## src/rtl/mem_pkg.sv

```systemverilog
// Shared types and access-size helpers for the memory-access pipeline stage.
package mem_pkg;

  typedef enum logic {
    IDLE   = 1'b0,
    ACCESS = 1'b1
  } state_t;

  localparam logic [1:0] SZ_B = 2'b00;
  localparam logic [1:0] SZ_H = 2'b01;
  localparam logic [1:0] SZ_W = 2'b10;
  localparam logic [1:0] SZ_D = 2'b11;

  function automatic logic [7:0] size_mask(input logic [1:0] sz);
    case (sz)
      SZ_B:    size_mask = 8'h01;
      SZ_H:    size_mask = 8'h03;
      SZ_W:    size_mask = 8'h0F;
      default: size_mask = 8'hFF;
    endcase
  endfunction

  // True when the byte offset is not a multiple of the access size.
  function automatic logic is_misaligned(input logic [1:0] sz, input logic [2:0] off);
    case (sz)
      SZ_B:    is_misaligned = 1'b0;
      SZ_H:    is_misaligned = off[0];
      SZ_W:    is_misaligned = |off[1:0];
      default: is_misaligned = |off;
    endcase
  endfunction

endpackage

```

## src/rtl/mem_stage_load_align.sv

```systemverilog
// Load data alignment: shifts the addressed lane down to bit 0 and sign/zero extends.
module load_align
  import mem_pkg::*;
(
  input  logic [63:0] rdata,
  input  logic [2:0]  offset,
  input  logic [2:0]  funct3,
  output logic [63:0] result
);

  logic [63:0] shifted;
  logic        sext;

  always_comb begin
    shifted = rdata >> {offset, 3'b000};
    sext    = ~funct3[2];
    case (funct3[1:0])
      SZ_B:    result = {{56{sext & shifted[7]}},  shifted[7:0]};
      SZ_H:    result = {{48{sext & shifted[15]}}, shifted[15:0]};
      SZ_W:    result = {{32{sext & shifted[31]}}, shifted[31:0]};
      default: result = shifted;
    endcase
  end

endmodule

```

## src/rtl/mem_stage.sv

```systemverilog
// MEM pipeline stage: issues loads/stores over a req/ack port, stalls upstream while
// an access is outstanding, and registers the writeback-bound result for forwarding.
module mem_stage
  import mem_pkg::*;
#(
  parameter int ADDR_W = 64
) (
  input  logic              clk_i,
  input  logic              rst_i,
  input  logic              valid_i,
  input  logic              mem_read_i,
  input  logic              mem_write_i,
  input  logic              reg_write_i,
  input  logic [2:0]        funct3_i,
  input  logic [4:0]        rd_i,
  input  logic [63:0]       alu_result_i,
  input  logic [63:0]       wr_ram_data_i,
  output logic              dmem_req_o,
  output logic              dmem_we_o,
  output logic [ADDR_W-1:0] dmem_addr_o,
  output logic [7:0]        dmem_be_o,
  output logic [63:0]       dmem_wdata_o,
  input  logic              dmem_ack_i,
  input  logic [63:0]       dmem_rdata_i,
  output logic              stall_o,
  output logic [63:0]       mem_result_o,
  output logic [4:0]        mem_rd_o,
  output logic              mem_reg_write_o,
  output logic              exc_misaligned_o
);

  state_t state_p1, state_d;

  logic        is_mem, is_store, misal, accept_mem;
  logic [2:0]  offset;

  // Access context captured at the accepting edge, used on the ack edge.
  logic [2:0]  funct3_p1;
  logic [2:0]  offset_p1;
  logic        is_load_p1;
  logic        reg_write_p1;
  logic [4:0]  rd_p1;
  logic [63:0] load_data;

  assign is_mem     = mem_read_i | mem_write_i;
  assign is_store   = mem_write_i;
  assign offset     = alu_result_i[2:0];
  assign misal      = is_misaligned(funct3_i[1:0], offset);
  assign accept_mem = (state_p1 == IDLE) && valid_i && is_mem && !misal;
  assign stall_o    = (state_p1 == ACCESS);

  load_align u_load_align (
    .rdata  (dmem_rdata_i),
    .offset (offset_p1),
    .funct3 (funct3_p1),
    .result (load_data)
  );

  always_comb begin
    state_d = state_p1;
    case (state_p1)
      IDLE:    if (accept_mem) state_d = ACCESS;
      ACCESS:  if (dmem_ack_i) state_d = IDLE;
      default: state_d = IDLE;
    endcase
  end

  always_ff @(posedge clk_i) begin
    if (rst_i) state_p1 <= IDLE;
    else       state_p1 <= state_d;
  end

  // ---- p0 -> p1: accept from Execute / complete memory access ----
  always_ff @(posedge clk_i) begin
    if (rst_i) begin
      dmem_req_o       <= 1'b0;
      dmem_we_o        <= 1'b0;
      dmem_addr_o      <= '0;
      dmem_be_o        <= '0;
      dmem_wdata_o     <= '0;
      mem_result_o     <= '0;
      mem_rd_o         <= '0;
      mem_reg_write_o  <= 1'b0;
      exc_misaligned_o <= 1'b0;
      funct3_p1        <= '0;
      offset_p1        <= '0;
      is_load_p1       <= 1'b0;
      reg_write_p1     <= 1'b0;
      rd_p1            <= '0;
    end else if (state_p1 == IDLE) begin
      exc_misaligned_o <= 1'b0;
      mem_reg_write_o  <= 1'b0;
      if (valid_i && !is_mem) begin
        mem_result_o    <= alu_result_i;
        mem_rd_o        <= rd_i;
        mem_reg_write_o <= reg_write_i;
      end else if (valid_i && misal) begin
        exc_misaligned_o <= 1'b1;
      end else if (accept_mem) begin
        dmem_req_o   <= 1'b1;
        dmem_we_o    <= is_store;
        dmem_addr_o  <= {alu_result_i[ADDR_W-1:3], 3'b000};
        dmem_be_o    <= is_store ? (size_mask(funct3_i[1:0]) << offset) : 8'hFF;
        dmem_wdata_o <= wr_ram_data_i << {offset, 3'b000};
        funct3_p1    <= funct3_i;
        offset_p1    <= offset;
        is_load_p1   <= !is_store;
        reg_write_p1 <= reg_write_i;
        rd_p1        <= rd_i;
      end
    end else if (dmem_ack_i) begin
      dmem_req_o <= 1'b0;
      dmem_we_o  <= 1'b0;
      mem_rd_o   <= rd_p1;
      if (is_load_p1) begin
        mem_result_o    <= load_data;
        mem_reg_write_o <= reg_write_p1;
      end else begin
        mem_reg_write_o <= 1'b0;
      end
    end
  end

endmodule

```

## config.mk

```make
export PLATFORM = sky130hd
export DESIGN_NAME = mem_stage
export DESIGN_NICKNAME = d
export VERILOG_FILES = /design/src/rtl/mem_pkg.sv /design/src/rtl/mem_stage_load_align.sv /design/src/rtl/mem_stage.sv
export SDC_FILE = /design/constraint.sdc
export NUM_CORES = 1
export LEC_CHECK = 0
export CAP_MARGIN = 40
export CORE_MARGIN = 5
export CORE_UTILIZATION = 40
export DETAILED_ROUTE_END_ITERATION = 8
export PLACE_DENSITY = 0.81
export SLEW_MARGIN = 20
export SYNTH_ARGS = -nofsm -noshare
export SYNTH_HDL_FRONTEND = slang
export SYNTH_SLANG_ARGS = --single-unit
```

## constraint.sdc

```tcl
create_clock -name clk_i -period 4.3 [get_ports clk_i]
set_input_delay 0.43 -clock clk_i [delete_from_list [all_inputs] [get_ports clk_i]]
set_output_delay 0.43 -clock clk_i [all_outputs]
set_load 0.01 [all_outputs]
```

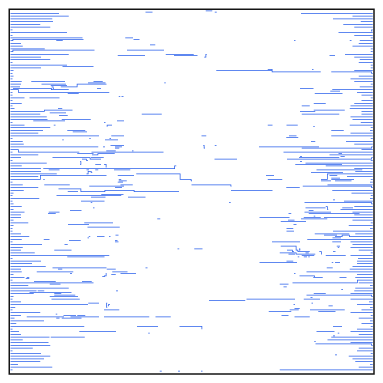
(run_1/met3.png)
Scale: 2 px per um.
wire length on this layer	5010 um
nets with wire on the layer	413

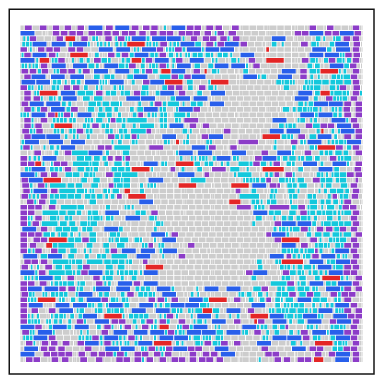
(run_1/cell_classes.png)
Scale: 2 px per um. Fill, decap, tap and diode cells in grey.
colour	class	cells	share of their area
purple	other buffers and delay cells	439	27%
red	clock drivers and dummy loads	46	5.4%
blue	flip-flops	220	27%
cyan	all other logic	1091	41%

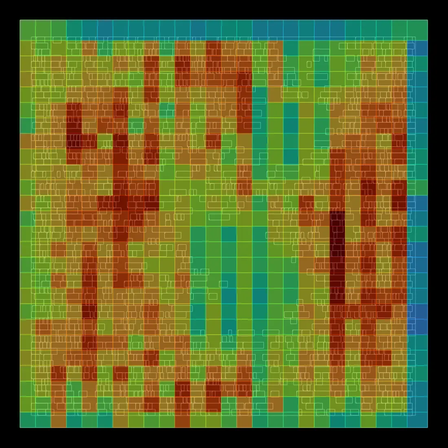
(run_1/final_congestion.png)
Core Util, Final: 58.8%
met2 GRT Util: 48.7%

==> flow_metrics.env, run 1 <==
# flow metrics
export IMPL_status="complete, no violations"
export IMPL_fin_ws_ps=1230
export IMPL_skew_ps=23.9
export IMPL_mux_area_share_pct=13.3
export IMPL_synth_avg_cell_area_um2=8.10
export IMPL_fin_crit_sh_pct=71.5
export IMPL_flop_area_um2=4410
export IMPL_max_freq_mhz=325
export IMPL_wirelength_um=49700
export IMPL_cts_resized=0
export IMPL_clkLatencyLatePin_ps=540
export IMPL_worstSetupPathType="reg2reg"
export IMPL_grt_pass1_wl_um=74500
export IMPL_top_cells_by_area="dfxtp_1, mux2i_1, a21oi_1"
export IMPL_vias=12700
export IMPL_synth_flops=220
export IMPL_p_comb_share_pct=21.3
export IMPL_simple_gate_area_share_pct=20.0
export IMPL_cts_htree_levels=1
export IMPL_ff_type="dfxtp_1"
export IMPL_timing_hold_worst_class="in2reg"
export IMPL_grt_use_met3_pct=8.18
export IMPL_netlist_instances=1455
export IMPL_drc=0
export IMPL_post_cts_setup_buffer_count=0
export IMPL_cts_clk_slew_worst_paths_ps=60
export IMPL_r2r_start="offset_p1[1]"
export IMPL_min_period_ps=3070
export IMPL_internal_power_mw=4.08
export IMPL_pwr_share_clk_pct=40.1
export IMPL_pre_cts_ws_ps=1030
export IMPL_core_um2=28900
export IMPL_num_tap_cells=384
export IMPL_edf_count=0
export IMPL_endpoint_kind="flip-flop"
export IMPL_inverters=5
export IMPL_antenna_found_initial=2
export IMPL_drt_met1_wl_um=18000
export IMPL_ff_count=220
export IMPL_stdcell_area_um2=17000
export IMPL_rows=62
export IMPL_most_common_layout_cells="clkdlybuf4s50_1, nand2_1, dfxtp_1, a21oi_1, nor2_1"
export IMPL_grt_max_degree=136
export IMPL_drive_gt1_share_pct=7.29
-- run 1: how the worst max path moves through the flow --
| stage | startpoint | end | slack (ps) | cells after the start |
|---|---|---|---|---|
| 6_report | offset_p1[1] | mem_result_o[11] | 1230 | 6 |
| 5_1_grt | funct3_p1[1] | mem_result_o[55] | 1070 | 6 |
| 4_1_cts | offset_p1[1] | mem_result_o[11] | 1310 | 6 |
| 3_5_place_dp | funct3_i[0] | dmem_wdata_o[16] | 1030 | 6 |
| 3_3_place_gp | funct3_i[0] | dmem_wdata_o[18] | 1120 | 6 |
| 2_1_floorplan | funct3_i[0] | dmem_wdata_o[16] | 2230 | 8 |
-- run 1: cells by family (layout without fill, tap and decap cells) --
family                 Yosys count  count (layout)
AND/OR/NAND/NOR                523             523
AND-OR/OR-AND                  425             425
flip-flops                     220             220
buffers and inverters          151             490
multiplexers                   135             135
other                            1               4
-- run 1: critical path: stages, from the launching register on --
cell,delay [ps]
dfxtp_2,740
buf_4,630
mux2i_1,220
a2bb2oi_1,190
o21ai_0,600
a21oi_1,210
o41ai_1,350
-- run 1: synth_stat cells (4+ instances only) --
master,count
nor4_1,16
a21oi_1,170
o32ai_1,8
buf_1,18
o21ai_0,44
a22oi_1,17
nor2_1,144
a211oi_1,78
mux2_2,20
o221ai_1,8
a2bb2oi_1,7
buf_4,4
nand2_1,219
dfxtp_1,220
mux2i_1,99
nand3b_1,16
o22ai_1,32
nor3_1,26
o41ai_1,5
mux4_2,15
o31ai_1,8
nand3_1,17
nor2b_1,33
inv_1,4
a21o_1,8
and2_1,7
a311oi_1,12
nor3b_1,8
or3_1,20
clkbuf_1,82
buf_2,39
a32o_1,7
nand2b_1,6
==> inputs of run 2 (changes only) <==
- PLACE_DENSITY: 0.81 -> 0.84
- clock period: 4.3 -> 2.5 ns (I/O delays scaled with it)
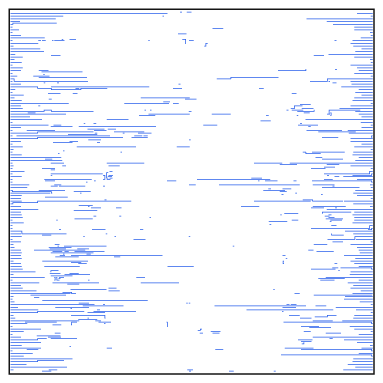
(run_2/met3.png)
Scale: 2 px per um.
longest straight run	78.2 um
main direction	horizontal
share of all routed wire	9.8%
nets with wire on the layer	440
final wirelength: 51800 um
DR vias: 13100
grt met3 use: 7.64%

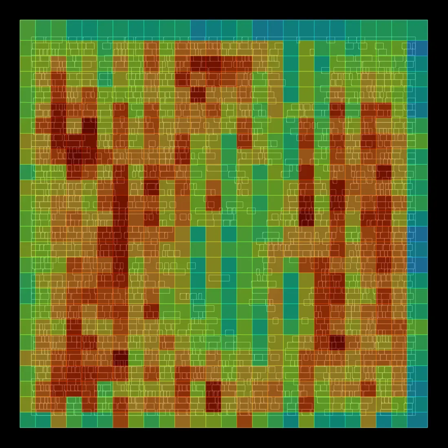
(run_2/final_congestion.png)
GRT Util Overall: 29.3%
Core Util, Final: 60.6%
WL/cell: 23.1 um
met1 usage: 32.9%

==> flow_metrics.env, run 2 <==
# flow metrics
export IMPL_tns_ps=0
export IMPL_vias_per_cell=5.82
export IMPL_fin_nets=2048
export IMPL_drtAntennaViolNets=0
export IMPL_slowest_delay_ps=480
export IMPL_ys_cells=1455
export IMPL_cts_tree="done"
export IMPL_synth_chip_area_um2=11800
export IMPL_skew_ps=14.2
export IMPL_clk_path_buf_depth=3
export IMPL_worst_ep_arrival_time_ps=2770
export IMPL_grt_setup_unrepaired="false"
export IMPL_edf_count=0
export IMPL_die_h_um=182
export IMPL_max_freq_mhz=418
export IMPL_ioPinCount=417
export IMPL_netlist_instances=1455
export IMPL_cts_sinks=220
export IMPL_syn_area_um2=11800
export IMPL_core_um2=28900
export IMPL_warnings=26
export IMPL_ys_seq_share_pct=37.4
export IMPL_antenna_found_initial=2
export IMPL_leakagePower_nw=6.19
export IMPL_cts_resized=0
export IMPL_tightest_slew_ps=590
export IMPL_peakVddDrop_mv=0.459
export IMPL_clkLatencyLatePin_ps=520
export IMPL_port_buffers=413
export IMPL_grt_ovfl_total=0
export IMPL_worstPathMaxFanout=23
export IMPL_slew_headroom_pct=59.6
export IMPL_gp_congestion=0.966
export IMPL_cts_buffers=25
export IMPL_yosysUniqueCellTypes=58
export IMPL_cts_clk_slew_worst_paths_ps=60
export IMPL_cts_root_buf="clkbuf_16"
export IMPL_synthArstFlopShare_pct=0
export IMPL_grt_pass1_wl_um=76600
export IMPL_critPathBufInv=3
export IMPL_dr_first_iter_drc_count=1085
export IMPL_synth_avg_cell_area_um2=8.10
export IMPL_cp_data_required_time_ps=2880
export IMPL_power_mw=9.84
export IMPL_grt_pass1_vias=13000
export IMPL_grt_max_degree=80
export IMPL_status="complete, no violations"
export IMPL_drc=0
export IMPL_top_area_share_pct=37.4
export IMPL_yosysTopAreaCell="dfxtp_1"
export IMPL_lay_top_count="clkdlybuf4s50_1"
export IMPL_drive_gt1_share_pct=10.4
export IMPL_finalHoldViolCount=0
export IMPL_drv_slew=0
export IMPL_chipArea_um2=33000
export IMPL_drt_pass1_iterations=5
export IMPL_cts_hold_buf=0
export IMPL_fin_crit_sh_pct=95.8
export IMPL_dp_hpwl_um=39600
export IMPL_top_regs="dmem_wdata_o (64), mem_result_o (64), dmem_addr_o (61)"
export IMPL_dieWidth_um=182
export IMPL_crit_path_top_delay_cell="dfxtp_4"
export IMPL_area_growth_pct=48.5
export IMPL_ys_warnings_count=0
export IMPL_min_period_ps=2390
export IMPL_finalSetupViolCount=0
export IMPL_endpoint_kind="flip-flop"
export IMPL_power_density_nw_per_um2=563
export IMPL_cp_top_family="AND-OR/OR-AND gates"
export IMPL_fp_util_pct=40.8
export IMPL_cts_htree_levels=1
export IMPL_timing_hold_worst_class="in2reg"
export IMPL_worstSetupPathType="reg2reg"
export IMPL_top_cells_by_area="dfxtp_1, mux2i_1, a21oi_1"
export IMPL_synth_flops=220
export IMPL_ff_type="dfxtp_1"
export IMPL_path_common_cell="buf_12"
export IMPL_netlist_top_cells_count="dfxtp_1, nand2_1, a21oi_1, nor2_1, mux2i_1"
export IMPL_path_cells="buf_12, buf_12, mux2i_1, a2bb2oi_1, o21ai_0, buf_4, a21oi_1, o41ai_1"
export IMPL_most_common_layout_cells="clkdlybuf4s50_1, nand2_1, dfxtp_1, a21oi_1, nor2_1"
export IMPL_maxCapViolCount=0
export IMPL_rows=62
export IMPL_post_cts_setup_buffer_count=0
export IMPL_most_common_cell="dfxtp_1"
run 2: final timing paths:
path	start	end	slack [ps]	cells past startpoint
setup reg to reg	offset_p1[1]	mem_result_o[11]	110	8
hold reg to reg	dmem_wdata_o[24]	dmem_wdata_o[24]	450	2
setup / recovery	offset_p1[1]	mem_result_o[11]	110	8
hold / removal	rst_i	mem_result_o[0]	110	2
run 2: per-layer routing:
metal  track usage [%]  vias up  wire, um
met2              50.5      767     24700
met1              32.9     6113     18800
met4              16.0        2      3290
met5                 0        -        20
met3              7.64      164      5070
li1                  -     6022         -
run 2: logic make-up (layout without fill, tap and decap cells):
logic type      Yosys count  count (layout)  share of synthesized area (%)
mux                     135             135                           13.3
buf+inv                 151             553                           5.54
flops                   220             220                           37.4
simple gates            523             523                           20.0
other cells               1               4                         0.0318
compound gates          425             425                           23.7
run 2: where the power goes:
group / switching, mW / internal, mW / total [mW]
registers: 0.114 / 3.68 / 3.79
clock network: 1.54 / 2.28 / 3.82
logic: 1.15 / 1.08 / 2.23
total: 2.81 / 7.04 / 9.84
run 2: through the flow:
| step | worst slack, ps | instance area (um^2) | instances | util (%) | hold WS (ps) |
|---|---|---|---|---|---|
| finish | 106 | 17500 | 2244 | 60.6 | 111 |
| detailed placement | 48.1 | 16600 | 2197 | 57.6 | 444 |
| global route | 24.1 | 17500 | 2244 | 60.6 | 138 |
| global placement | 98.0 | 16600 | 2195 | 57.5 | 435 |
| CTS | 25.0 | 17500 | 2242 | 60.5 | 91.5 |
| floorplan | 497 | 11800 | 1457 | - | 386 |
run 2: area by class of cell:
cell class,instances,area (um^2)
antenna,1,2.50
clock buffer,33,696
clock inverter,12,151
fill,2537,11400
inverter,5,18.8
multi-input combinational,1086,6760
sequential,220,4410
tap,384,480
timing repair buffer,503,4970
Power and IR drop assume default switching activity.
